## src/rtl/sum_operand_fifo.sv

```systemverilog
// Operand-pair FIFO in front of the W-bit prefix adder: buffers {x,y} pairs
// with valid/ready on both sides and a sticky overflow flag for pushes while full.
module sum_operand_fifo #(
   parameter int W     = 6,
   parameter int DEPTH = 4
) (
   input  logic                     clk,
   input  logic                     rst,
   input  logic                     flush,
   input  logic                     in_valid,
   input  logic [W-1:0]             in_x,
   input  logic [W-1:0]             in_y,
   output logic                     in_ready,
   output logic                     out_valid,
   output logic [W-1:0]             x,
   output logic [W-1:0]             y,
   input  logic                     out_ready,
   output logic [$clog2(DEPTH):0]   count,
   output logic                     ovf
);
   localparam int AW = $clog2(DEPTH);
   localparam int CW = AW + 1;

   typedef struct packed {
      logic [W-1:0] x;
      logic [W-1:0] y;
   } pair_t;

   pair_t          mem [DEPTH];
   logic [AW-1:0]  wr_ptr, rd_ptr;
   logic [CW-1:0]  cnt;
   logic           ovf_q;
   logic           full, push, pop;
   pair_t          head;

   // Handshake flags depend only on registered occupancy, never on the other side.
   assign full      = (cnt == CW'(DEPTH));
   assign in_ready  = !full;
   assign out_valid = (cnt != '0);
   assign push      = in_valid & in_ready;
   assign pop       = out_valid & out_ready;

   assign head  = mem[rd_ptr];
   // Storage is not reset, so gate the head with out_valid to present zeros when empty.
   assign x     = out_valid ? head.x : '0;
   assign y     = out_valid ? head.y : '0;
   assign count = cnt;
   assign ovf   = ovf_q;

   always_ff @(posedge clk or posedge rst) begin
      if (rst) begin
         wr_ptr <= '0;
         rd_ptr <= '0;
         cnt    <= '0;
         ovf_q  <= 1'b0;
      end else if (flush) begin
         wr_ptr <= '0;
         rd_ptr <= '0;
         cnt    <= '0;
         ovf_q  <= 1'b0;
      end else begin
         if (push) wr_ptr <= wr_ptr + 1'b1;
         if (pop)  rd_ptr <= rd_ptr + 1'b1;
         case ({push, pop})
            2'b10:   cnt <= cnt + 1'b1;
            2'b01:   cnt <= cnt - 1'b1;
            default: cnt <= cnt;
         endcase
         if (in_valid && full) ovf_q <= 1'b1;
      end
   end

   always_ff @(posedge clk) begin
      if (push && !flush && !rst) mem[wr_ptr] <= '{x: in_x, y: in_y};
   end
endmodule

```

## config.mk

```make
export PLATFORM = sky130hd
export DESIGN_NAME = sum_operand_fifo
export DESIGN_NICKNAME = d
export VERILOG_FILES = /design/src/rtl/sum_operand_fifo.sv
export SDC_FILE = /design/constraint.sdc
export NUM_CORES = 1
export LEC_CHECK = 0
export CORE_MARGIN = 2
export CORE_UTILIZATION = 55
export CTS_CLUSTER_SIZE = 40
export DETAILED_ROUTE_END_ITERATION = 6
export DONT_BUFFER_PORTS = 1
export GPL_TIMING_DRIVEN = 0
export PLACE_DENSITY = 0.74
export SKIP_LAST_GASP = 1
export SYNTH_ARGS = -nofsm -noshare
export SYNTH_HDL_FRONTEND = slang
export SYNTH_SLANG_ARGS = --single-unit
```

## constraint.sdc

```tcl
create_clock -name clk -period 2.6 [get_ports clk]
set_input_delay 0.26 -clock clk [delete_from_list [all_inputs] [get_ports clk]]
set_output_delay 0.26 -clock clk [all_outputs]
set_load 0.05 [all_outputs]
```

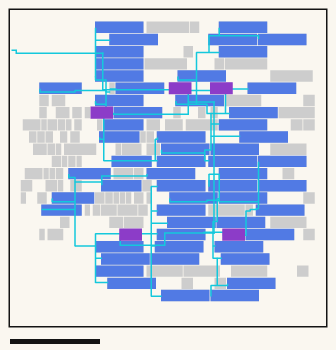
*Clock distribution*
Bar = 20 um.
purple -> clock drivers  # count 5
cyan -> clock wires  # length 512 um
blue -> flip-flops  # count 56
routed clock nets = 6
worst skew pair latency: 0.31 ns
Clk pwr share: 21.7%
Clock Skew: 0.00700 ns
Clock group: 436 uW

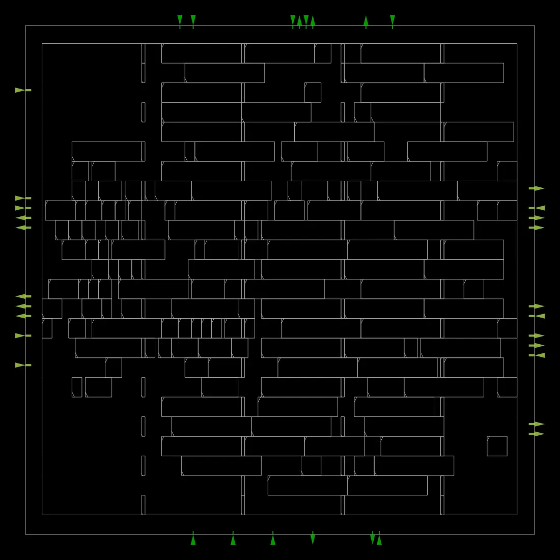
*Placed standard cells*
CORE AREA: 4290 um2
# Taps: 52
fill count: 305
flop share of the area: 63.2%

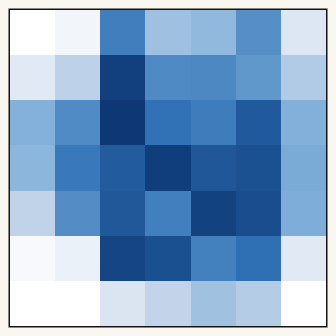
*Placement density heat map*
The die is cut into 7 by 7 equal tiles; white is low, dark blue is high, 0 to 100% covered.
emptiest ninth of the die = bottom left
tiles over 75% full = 25%
nearly empty tiles = 8.2%
densest ninth of the die = middle
mean over tiles = 51%

==> impl_metrics.yaml <==
# synthesis and place-and-route metrics
yosys:
  yosys_cells: 145
  fp_nets: 167
  synth-edff-count: 48
  postSynthCellCount: 145
  ys_seq_share_pct: 67.5
  numSynthFlops: 56
  yosysTopAreaCell: "edfxtp_1"
  synthMostInstantiatedCell: "edfxtp_1"
  synthTopCellsByCount: "edfxtp_1 (48), and2_1 (16), nor2_1 (10)"
  ff_type: "edfxtp_1"
  synth_area_um2: 2430
  yosysUniqueCellTypes: 33
  synth_top_area_share_pct: 59.3
  synthArstFlopShare_pct: 14.3
  top_cells_by_area: "edfxtp_1 (59%), dfrtp_1 (8.2%), mux4_2 (7.4%), mux4_1 (4.3%), and2_1 (4.1%)"
final_layout:
  fin_cells: 206
  area_delta_synth_final_pct: 7.10
  regMostFlops: "mem"
  final_nets: 175
  final_util_pct: 60.7
  lay_top_count: "edfxtp_1"
  diodes: 0
  layout_top_cells: "edfxtp_1 (48), nor2_1 (10), and2_2 (9), mux4_2 (8), and2_1 (7)"
  final_cell_area_um2: 2610
  drive_gt1_share_pct: 24.7
  largest_register_ffs: 48
global_route:
  grt_busiest_layer: "met2"
  grt_pass1_vias: 1260
  antenna_found_initial: 0
  grt.met1_usage_pct: 20.8
  grtUsageTotal_pct: 17.0
  grt_pass1_wl_um: 6240
  grt_max_degree: 17
  grt_util_met2_pct: 28.6
  grtUsageMet3_pct: 7.07
  grt-ovfl-total: 0
worst_setup_path:
  reg2reg_to: "count[2]"
  critical_path_class: "flip-flop to output pin"
  slowest_stage: "dfrtp_2"
  start_kind: "flip-flop"
  path_max_fanout: 10
  cp_slowest_stage_delay_ns: 0.54
  crit_arrival_ns: 2.23
  critical_path_required_ns: 2.34
  crit-reg2reg-launch: "count[2]"
  worst_path_dominant_cell_family: "buffers and inverters"
  cp-endpoint: "y[4]"
  rrSetupSlack_ns: 0.17
  worstSetupPathDepth: 5
  crit_chain: "buf_4, or3_1, clkbuf_1, buf_2, and2_2"
floorplanning:
  dieArea_um2: 4970
  die_h_um: 70.5
  rows: 24
  die_width_um: 70.5
  io_pins: 35
  fp_util_pct: 56.6
route:
  ant_nets: 0
  first_iter_violations: 87
  wl_met1_um: 1540
  post_drt_wl_per_cell_um: 18.3
  vias_per_cell: 5.81
  num_vias: 1197
  drc_errors: 0
  drt_pass1_iterations: 4
  dr_wl_met3_um: 240
  top_layer: "met4"
  route.met2.wl_um: 1950
timing:
  max_freq_mhz: 401
  relSlewSlack_pct: 57.5
  setup_ws_ns: 0.108
  rsz0062_at_grt: "no"
  min_period_ns: 2.49
  finalSetupTns_ns: 0
  slew_viol_final: 0
  post-route-period-util_pct: 95.8
  finalHoldViolations: 0
  setup_viol: 0
clocking:
  cts_buffers: 5
  clkSinkCount: 56
  cts_tree: "yes"
  clockRootBuffer: "clkbuf_8"
  post-cts-setup-buffer-count: 0
  path_clk_slew_ns: 0.09
  htreeDepth: 2
  cts_resized: 12
  cts_buffer_depth: 2
place:
  portBuffers: 0
  place_inst: 197
  placed_area_um2: 2500
  place.gp.congestion: 0.699
  post-place-ws_ns: 0.0861
  hpwl_um: 2650
flow_run:
  maxCapViolCount: 0
  warning_count: 29
power_and_ir_drop:
  power.total_uw: 2010
  power_density_nw_per_um2: 773
status:
  status: "complete, no violations"
worst_hold_path:
  worstHoldStart: "in_x[4]"
  holdPathStages: 0
  holdPathEnd: "mem[0][10]"
## logic make-up after synthesis
group	after synthesis	share of synthesized area, %
buf+inv	12	3.19
xor+xnor	4	1.44
flops	56	67.5
mux	13	12.2
fa+ha+maj	5	2.88
compound gates	10	2.47
simple gates	45	10.3
## where the power goes
| part | switching (uW) | total (uW) | internal, uW |
|---|---|---|---|
| clock | 253 | 436 | 183 |
| sequential | 58.3 | 1070 | 1010 |
| combinational | 344 | 509 | 166 |
## layout make-up
cell class / count / area, um2
buffer: 9 / 66.3
sequential: 56 / 1650
timing repair buffer: 1 / 10.0
inverter: 3 / 11.3
clock inverter: 3 / 13.8
multi-input combinational: 77 / 724
clock buffer: 5 / 68.8
tap: 52 / 65.1
fill: 305 / 1690
Power figures rest on the tool's default switching activity, not on a simulated workload.
